**src/rtl/fb_mem_pkg.sv**
```systemverilog
// fb_mem_pkg: shared defaults and grant/tag encoding for the frame-buffer arbiter
package fb_mem_pkg;
  localparam int FB_DEPTH = 77500;
  localparam int FB_ADDR_W = 17;
  localparam int FB_DATA_W = 32;
  localparam int FB_STARVE_MAX = 4;
  typedef enum logic [1:0] {GNT_NONE, GNT_VID, GNT_UPD} gnt_e;
endpackage

```
**src/rtl/fb_mem_arbiter_if.sv**
```systemverilog
// fb_mem_arbiter_if: video port, Avalon-MM update port and RAM port of the arbiter
interface fb_mem_arbiter_if #(
  parameter int ADDR_W = fb_mem_pkg::FB_ADDR_W,
  parameter int DATA_W = fb_mem_pkg::FB_DATA_W
);
  logic              vid_req;
  logic [ADDR_W-1:0] vid_addr;
  logic              vid_gnt;
  logic              vid_rvalid;
  logic [DATA_W-1:0] vid_rdata;
  logic              upd_read;
  logic              upd_write;
  logic [ADDR_W-1:0] upd_addr;
  logic [3:0]        upd_byteenable;
  logic [DATA_W-1:0] upd_writedata;
  logic              upd_waitrequest;
  logic              upd_readdatavalid;
  logic [DATA_W-1:0] upd_readdata;
  logic              upd_err;
  logic [ADDR_W-1:0] mem_address;
  logic [3:0]        mem_byteenable;
  logic              mem_chipselect;
  logic              mem_write;
  logic [DATA_W-1:0] mem_writedata;
  logic              mem_clken;
  logic [DATA_W-1:0] mem_readdata;
  modport slave(
    input  vid_req, vid_addr, upd_read, upd_write, upd_addr, upd_byteenable, upd_writedata, mem_readdata,
    output vid_gnt, vid_rvalid, vid_rdata, upd_waitrequest, upd_readdatavalid, upd_readdata, upd_err,
           mem_address, mem_byteenable, mem_chipselect, mem_write, mem_writedata, mem_clken
  );
  modport master(
    output vid_req, vid_addr, upd_read, upd_write, upd_addr, upd_byteenable, upd_writedata, mem_readdata,
    input  vid_gnt, vid_rvalid, vid_rdata, upd_waitrequest, upd_readdatavalid, upd_readdata, upd_err,
           mem_address, mem_byteenable, mem_chipselect, mem_write, mem_writedata, mem_clken
  );
endinterface

```
**src/rtl/fb_mem_arbiter.sv**
```systemverilog
// fb_mem_arbiter: single-port RAM shared by video scan-out and an update port, with anti-starvation
module fb_mem_arbiter
  import fb_mem_pkg::*;
#(
  parameter int DEPTH = FB_DEPTH,
  parameter int ADDR_W = FB_ADDR_W,
  parameter int DATA_W = FB_DATA_W,
  parameter int STARVE_MAX = FB_STARVE_MAX
) (
  input logic clk,
  input logic reset,
  fb_mem_arbiter_if.slave bus
);
  localparam int SW = $clog2(STARVE_MAX + 1);
  localparam logic [ADDR_W:0] LIM = (ADDR_W + 1)'(DEPTH);
  localparam logic [SW-1:0] SMAX = SW'(STARVE_MAX);
  gnt_e gnt, tag_q;
  logic [SW-1:0] streak;
  logic upd_req, vid_ok, upd_ok, sel_ok, oor_q, rd_q, err_q;
  assign upd_req = bus.upd_read | bus.upd_write;
  assign vid_ok = {1'b0, bus.vid_addr} < LIM;
  assign upd_ok = {1'b0, bus.upd_addr} < LIM;
  // Video wins ties unless the update port has already waited out STARVE_MAX video grants.
  assign gnt = reset ? GNT_NONE
             : (bus.vid_req && !(upd_req && streak == SMAX)) ? GNT_VID
             : upd_req ? GNT_UPD : GNT_NONE;
  assign sel_ok = gnt == GNT_VID ? vid_ok : gnt == GNT_UPD ? upd_ok : 1'b0;
  assign bus.vid_gnt = gnt == GNT_VID;
  assign bus.upd_waitrequest = reset | (upd_req & (gnt != GNT_UPD));
  assign bus.mem_address = gnt == GNT_UPD ? bus.upd_addr : bus.vid_addr;
  assign bus.mem_byteenable = gnt == GNT_UPD ? bus.upd_byteenable : 4'hF;
  assign bus.mem_chipselect = sel_ok;
  assign bus.mem_write = gnt == GNT_UPD && bus.upd_write && upd_ok;
  assign bus.mem_writedata = bus.upd_writedata;
  assign bus.mem_clken = !reset;
  always_ff @(posedge clk or posedge reset)
    if (reset) begin
      tag_q <= GNT_NONE;
      streak <= '0;
      oor_q <= 1'b0;
      rd_q <= 1'b0;
      err_q <= 1'b0;
    end else begin
      tag_q <= gnt;
      streak <= (!upd_req || gnt == GNT_UPD) ? '0
              : (gnt == GNT_VID && streak != SMAX) ? streak + SW'(1) : streak;
      oor_q <= !sel_ok;
      rd_q <= bus.upd_read & !bus.upd_write;
      err_q <= gnt == GNT_UPD && (!upd_ok || (bus.upd_read && bus.upd_write));
    end
  // Out-of-range reads never touched the RAM, so their data is forced to zero.
  assign bus.vid_rvalid = tag_q == GNT_VID;
  assign bus.vid_rdata = (tag_q == GNT_VID && !oor_q) ? bus.mem_readdata : {DATA_W{1'b0}};
  assign bus.upd_readdatavalid = tag_q == GNT_UPD && rd_q;
  assign bus.upd_readdata = (tag_q == GNT_UPD && rd_q && !oor_q) ? bus.mem_readdata : {DATA_W{1'b0}};
  assign bus.upd_err = err_q;
endmodule
```
**src/flat_wrapper.sv**
```systemverilog
// flat-port wrapper written by rule: the top's interface ports become plain ports
module fb_mem_arbiter_flat import fb_mem_pkg::*;
#(
  parameter int DEPTH = FB_DEPTH,
  parameter int ADDR_W = FB_ADDR_W,
  parameter int DATA_W = FB_DATA_W,
  parameter int STARVE_MAX = FB_STARVE_MAX
)
  (clk, reset, bus_vid_req, bus_vid_addr, bus_upd_read, bus_upd_write, bus_upd_addr, bus_upd_byteenable, bus_upd_writedata, bus_mem_readdata, bus_vid_gnt, bus_vid_rvalid, bus_vid_rdata, bus_upd_waitrequest, bus_upd_readdatavalid, bus_upd_readdata, bus_upd_err, bus_mem_address, bus_mem_byteenable, bus_mem_chipselect, bus_mem_write, bus_mem_writedata, bus_mem_clken);
  fb_mem_arbiter_if #(.ADDR_W(ADDR_W), .DATA_W(DATA_W)) bus_i ();
  input logic clk;
  input logic reset;
  input wire logic [$bits(bus_i.vid_req)-1:0] bus_vid_req;
  input wire logic [$bits(bus_i.vid_addr)-1:0] bus_vid_addr;
  input wire logic [$bits(bus_i.upd_read)-1:0] bus_upd_read;
  input wire logic [$bits(bus_i.upd_write)-1:0] bus_upd_write;
  input wire logic [$bits(bus_i.upd_addr)-1:0] bus_upd_addr;
  input wire logic [$bits(bus_i.upd_byteenable)-1:0] bus_upd_byteenable;
  input wire logic [$bits(bus_i.upd_writedata)-1:0] bus_upd_writedata;
  input wire logic [$bits(bus_i.mem_readdata)-1:0] bus_mem_readdata;
  output wire logic [$bits(bus_i.vid_gnt)-1:0] bus_vid_gnt;
  output wire logic [$bits(bus_i.vid_rvalid)-1:0] bus_vid_rvalid;
  output wire logic [$bits(bus_i.vid_rdata)-1:0] bus_vid_rdata;
  output wire logic [$bits(bus_i.upd_waitrequest)-1:0] bus_upd_waitrequest;
  output wire logic [$bits(bus_i.upd_readdatavalid)-1:0] bus_upd_readdatavalid;
  output wire logic [$bits(bus_i.upd_readdata)-1:0] bus_upd_readdata;
  output wire logic [$bits(bus_i.upd_err)-1:0] bus_upd_err;
  output wire logic [$bits(bus_i.mem_address)-1:0] bus_mem_address;
  output wire logic [$bits(bus_i.mem_byteenable)-1:0] bus_mem_byteenable;
  output wire logic [$bits(bus_i.mem_chipselect)-1:0] bus_mem_chipselect;
  output wire logic [$bits(bus_i.mem_write)-1:0] bus_mem_write;
  output wire logic [$bits(bus_i.mem_writedata)-1:0] bus_mem_writedata;
  output wire logic [$bits(bus_i.mem_clken)-1:0] bus_mem_clken;
  assign bus_i.vid_req = bus_vid_req;
  assign bus_i.vid_addr = bus_vid_addr;
  assign bus_i.upd_read = bus_upd_read;
  assign bus_i.upd_write = bus_upd_write;
  assign bus_i.upd_addr = bus_upd_addr;
  assign bus_i.upd_byteenable = bus_upd_byteenable;
  assign bus_i.upd_writedata = bus_upd_writedata;
  assign bus_i.mem_readdata = bus_mem_readdata;
  assign bus_vid_gnt = bus_i.vid_gnt;
  assign bus_vid_rvalid = bus_i.vid_rvalid;
  assign bus_vid_rdata = bus_i.vid_rdata;
  assign bus_upd_waitrequest = bus_i.upd_waitrequest;
  assign bus_upd_readdatavalid = bus_i.upd_readdatavalid;
  assign bus_upd_readdata = bus_i.upd_readdata;
  assign bus_upd_err = bus_i.upd_err;
  assign bus_mem_address = bus_i.mem_address;
  assign bus_mem_byteenable = bus_i.mem_byteenable;
  assign bus_mem_chipselect = bus_i.mem_chipselect;
  assign bus_mem_write = bus_i.mem_write;
  assign bus_mem_writedata = bus_i.mem_writedata;
  assign bus_mem_clken = bus_i.mem_clken;
  fb_mem_arbiter #(.DEPTH(DEPTH), .ADDR_W(ADDR_W), .DATA_W(DATA_W), .STARVE_MAX(STARVE_MAX)) u_core (.clk(clk), .reset(reset), .bus(bus_i));
endmodule
```
**config.mk**
```make
export PLATFORM = sky130hd
export DESIGN_NAME = fb_mem_arbiter_flat
export DESIGN_NICKNAME = d
export VERILOG_FILES = /design/src/rtl/fb_mem_pkg.sv /design/src/rtl/fb_mem_arbiter_if.sv /design/src/rtl/fb_mem_arbiter.sv /design/src/flat_wrapper.sv
export SDC_FILE = /design/constraint.sdc
export NUM_CORES = 1
export LEC_CHECK = 0
export CORE_AREA = 4 4 88 90
export CTS_BUF_LIST = sky130_fd_sc_hd__clkbuf_2 sky130_fd_sc_hd__clkbuf_4 sky130_fd_sc_hd__clkbuf_8
export CTS_CLUSTER_DIAMETER = 30
export CTS_CLUSTER_SIZE = 25
export DETAILED_ROUTE_END_ITERATION = 12
export DIE_AREA = 0 0 92 94
export PLACE_DENSITY = 0.77
export SKIP_LAST_GASP = 1
export SYNTH_ARGS = -nofsm -noshare
export SYNTH_HDL_FRONTEND = slang
export SYNTH_SLANG_ARGS = --single-unit
```
**constraint.sdc**
```tcl
create_clock -name clk -period 2.1 [get_ports clk]
set_input_delay 0.42 -clock clk [delete_from_list [all_inputs] [get_ports clk]]
set_output_delay 0.42 -clock clk [all_outputs]
set_load 0.05 [all_outputs]
```
==> flow_metrics.tcl <==
# yosys + openroad results
set metrics [dict create \
    status "complete, but fails checks" \
    failed_checks "negative setup slack" \
    die_y_um 94 \
    p_leak_nw 1.88 \
    critPathCapture "bus_mem_chipselect" \
    drtPass1Iterations 4 \
    fp_util_pct 20.3 \
    via_per_inst 4.44 \
    critical_path_buf_inv_count 2 \
    met1_usage_pct 14.6 \
    r2r-start "u_core.streak[0]" \
    rsz0062_at_grt "true" \
    timing.rr.end "u_core.oor_q" \
    grt_usage_pct 15.8 \
    max_freq_mhz 422 \
    dpl_cell_area_um2 3820 \
    cts_hold_buffers 0 \
    ioPinCount 232 \
    timing.final.ws_setup_ns -0.268 \
    max_cap_viol_count 0 \
    cts_made_buffers 3 \
    ys_types 32 \
    arrival_ns 1.95 \
    overflow 0 \
    cts_tree "done" \
    flop_cell "dfrtp_1" \
    rows 31 \
    cp_top_family "buffers and inverters" \
    h-tree-depth 1 \
    io_buffers 167 \
    syn_inst 183 \
    drive_gt1_share_pct 48.9 \
    clockBufferDepth 2 \
    setup.worst_path.start "bus_vid_addr[11]" \
    report.final.slew_viol_count 0 \
    die_w_um 92 \
    fin_nets 465 \
    fin_crit_ns 2.37 \
    grt_antenna_before_repair 0 \
    common_cells "and2_1 (64), buf_4 (32), mux2_2 (16)" \
    area_leaders "and2_1 (28%), buf_4 (17%), dfrtp_1 (14%)" \
    reg2reg_setup_slack_ns 0.41 \
    end_kind "output pin" \
    cp_max_fo 2 \
    grt_max_degree 19 \
    p_total_w 0.00109 \
    ir_drop_v 0.000225 \
    p_sw_w 0.000412 \
    ant_nets 0 \
    netlist_area_um2 1430 \
    wl_per_cell_um 15.9 \
    tightest_slew_ns 0.527 \
    clock-skew-final_ns 0.00726 \
    setup_tns_ns -3.95 \
    finalHoldViolCount 0 \
    clk_latency_ns 0.23 \
    cts.sink_count 8 \
    ys_chip_area_um2 1430 \
    core_um2 7060 \
    power.density_nw_per_um2 255 \
    synth_stat.cells 183 \
    ys_warn_count 0 \
    grt_pass1_vias 2104 \
    crit_path_start_kind "input pin" \
    met2_usage_pct 30.5 \
    synth_area_per_cell_um2 7.83 \
    hpwl_um 5680 \
    fp_nets 292 \
    pwr-share-seq_pct 15.6 \
    reg2reg_depth 9 \
    hp-class "flop to flop" \
    most_common_cell "and2_1" \
    synthArstFlopShare_pct 100 \
    vias 2013 \
    cts-root-buf "clkbuf_8" \
    combPwrFrac_pct 67.8 \
    crit_slowest_cell "clkdlybuf4s50_1" \
    grt_util_met3_pct 6.97 \
    dp_cells 438 \
    path_depth 6 \
    gp_congestion 0.786 \
    warnings 30 \
    final_area_um2 4280 \
    max_slew_margin_pct 64.7 \
    synth_top_cell_by_area "and2_1" \
    grt_busiest_layer "met2" \
    ys_ff 8 \
    clkPwrFrac_pct 16.6 \
    cp_cell_sequence "clkdlybuf4s50_1 -> nor4b_4 -> o21ai_1 -> a211o_1 -> a32o_2 -> buf_12" \
    p_sw_share_pct 37.7 \
    antennaDiodeCount 0 \
    die_area_um2 8650 \
    slowest_delay_ns 0.53 \
    syn2layout_area_growth_pct 199 \
    grt_pass1_wl_um 10800 \
    cts.reportedPaths.clkPinSlew_ns 0.04 \
    internal_power_w 0.000681 \
    cp.required_ns 1.68 \
    edf_count 0 \
    setup_viol 23 \
    ys_seq_share_pct 14.0 \
    route.detailed.drc 0 \
    path_class "input pin to output pin" \
    timing.final.crit_share_pct 113 \
    final_cells 453 \
    wl_um 7210 \
    dr.first_iter.drc_count 38 \
]
-- final cells by class --
cell class | instances | area [um^2]
Inverter | 4 | 15.0
Clock buffer | 3 | 41.3
Timing Repair Buffer | 208 | 2790
Multi-Input combinational cell | 131 | 1110
Fill cell | 546 | 2780
Tap cell | 99 | 124
Sequential cell | 8 | 200
-- kinds of logic after synthesis --
family	Yosys count	share of synthesized area, %
AND-OR/OR-AND	17	9.17
multiplexers	17	13.4
AND/OR/NAND/NOR	95	40.8
adder cells (fa/ha/maj)	2	1.75
buffers and inverters	44	21.0
flip-flops	8	14.0
-- worst register-to-register path, cell delays in order (launching register included) --
cell and delay, ns:
dfrtp_1 0.39, inv_2 0.09, ha_4 0.15, nand2_4 0.05, buf_4 0.15, o21a_1 0.20
a21boi_4 0.14, buf_4 0.14, buf_4 0.12, a32oi_1 0.16
-- power by group through the flow --
stage	logic [W]	registers (W)	clock network, W
2_1_floorplan	0.000435	0.000173	0
3_3_place_gp	0.000615	0.000170	0
3_5_place_dp	0.000625	0.000172	0
4_1_cts	0.000741	0.000170	0.000187
5_1_grt	0.000771	0.000172	0.000197
6_report	0.000741	0.000170	0.000181
-- cells in the final DEF (no fill, tap or decap), types with 2 or more instances in the layout --
| cell type | instances |
|---|---|
| buf_12 | 70 |
| and2_1 | 64 |
| clkdlybuf4s50_1 | 61 |
| buf_4 | 37 |
| buf_8 | 19 |
| mux2_4 | 17 |
| dlygate4sd2_1 | 10 |
| dfrtp_1 | 8 |
| buf_6 | 7 |
| nand2_1 | 5 |
| nand4_1 | 4 |
| nand2b_4 | 4 |
| nor2_1 | 3 |
| o21ai_1 | 3 |
| a211o_1 | 3 |
| clkbuf_8 | 3 |
| dlymetal6s2s_1 | 3 |
| inv_2 | 2 |
| inv_1 | 2 |
| a21oi_1 | 2 |
| nor2b_1 | 2 |
| o21a_1 | 2 |
| and4_4 | 2 |
| nor4b_4 | 2 |
-- timing repair --
action,in CTS,in global routing
buffers inserted,10,6
gates resized,90,12
setup endpoints to repair,23,23
pin swaps,8,6
cloned,2,0
-- routing by layer --
layer  vias up  share of wire, %
met5         -                 0
li1        920                 -
met4         0               2.6
met3        12                13
met2       173                51
met1       908                33
-- flip-flops by register name, indices dropped and copies added, names as in the netlist --
name,count
u_core.bus.upd_err,1
u_core.oor_q,1
u_core.rd_q,1
u_core.streak,3
u_core.tag_q,2
-- through the flow --
| stage | hold WS (ns) | setup WS (ns) | util (%) |
|---|---|---|---|
| 6_report | 0.600 | -0.268 | 60.6 |
| 5_1_grt | 0.638 | -0.304 | 60.6 |
| 4_1_cts | 0.597 | -0.328 | 60.6 |
| 3_5_place_dp | 0.568 | -0.474 | 54.2 |
| 3_3_place_gp | 0.556 | -0.477 | 54.2 |
| 2_1_floorplan | 0.422 | -0.0707 | - |
-- how the worst min path moves through the flow --
stage | startpoint | end | cells after the start
floorplan | reset | u_core.bus.upd_err | 1
global placement | u_core.streak[2] | u_core.streak[2] | 2
detailed placement | u_core.streak[2] | u_core.streak[2] | 2
CTS | u_core.streak[2] | u_core.streak[2] | 2
global route | reset | u_core.bus.upd_err | 3
finish | u_core.streak[2] | u_core.streak[2] | 2
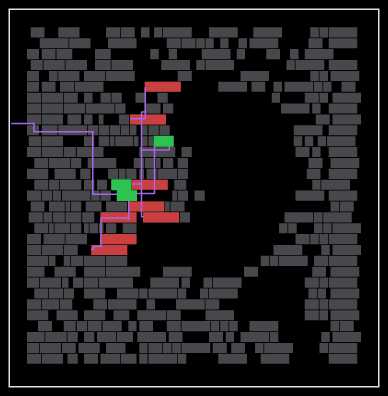
(clock network drawn from the DEF)
Drawn at 4 px/um.
red -> flip-flops  # count 8
purple -> clock wires  # length 145 um
green -> clock drivers  # count 3
routed clock nets = 4

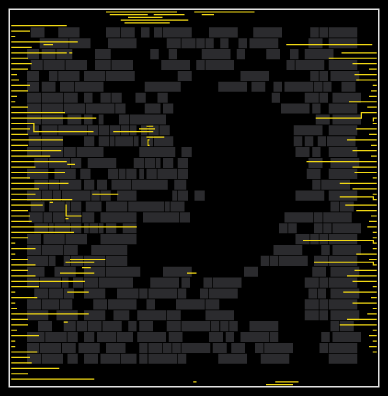
(met3 routing)
Drawn at 4 px/um.
wire length on this layer = 937 um
share of all routed wire = 13%
longest straight run = 31.1 um
main direction = horizontal
nets with wire on the layer = 144

No activity file was given, so power comes from the tool's default toggle rates.
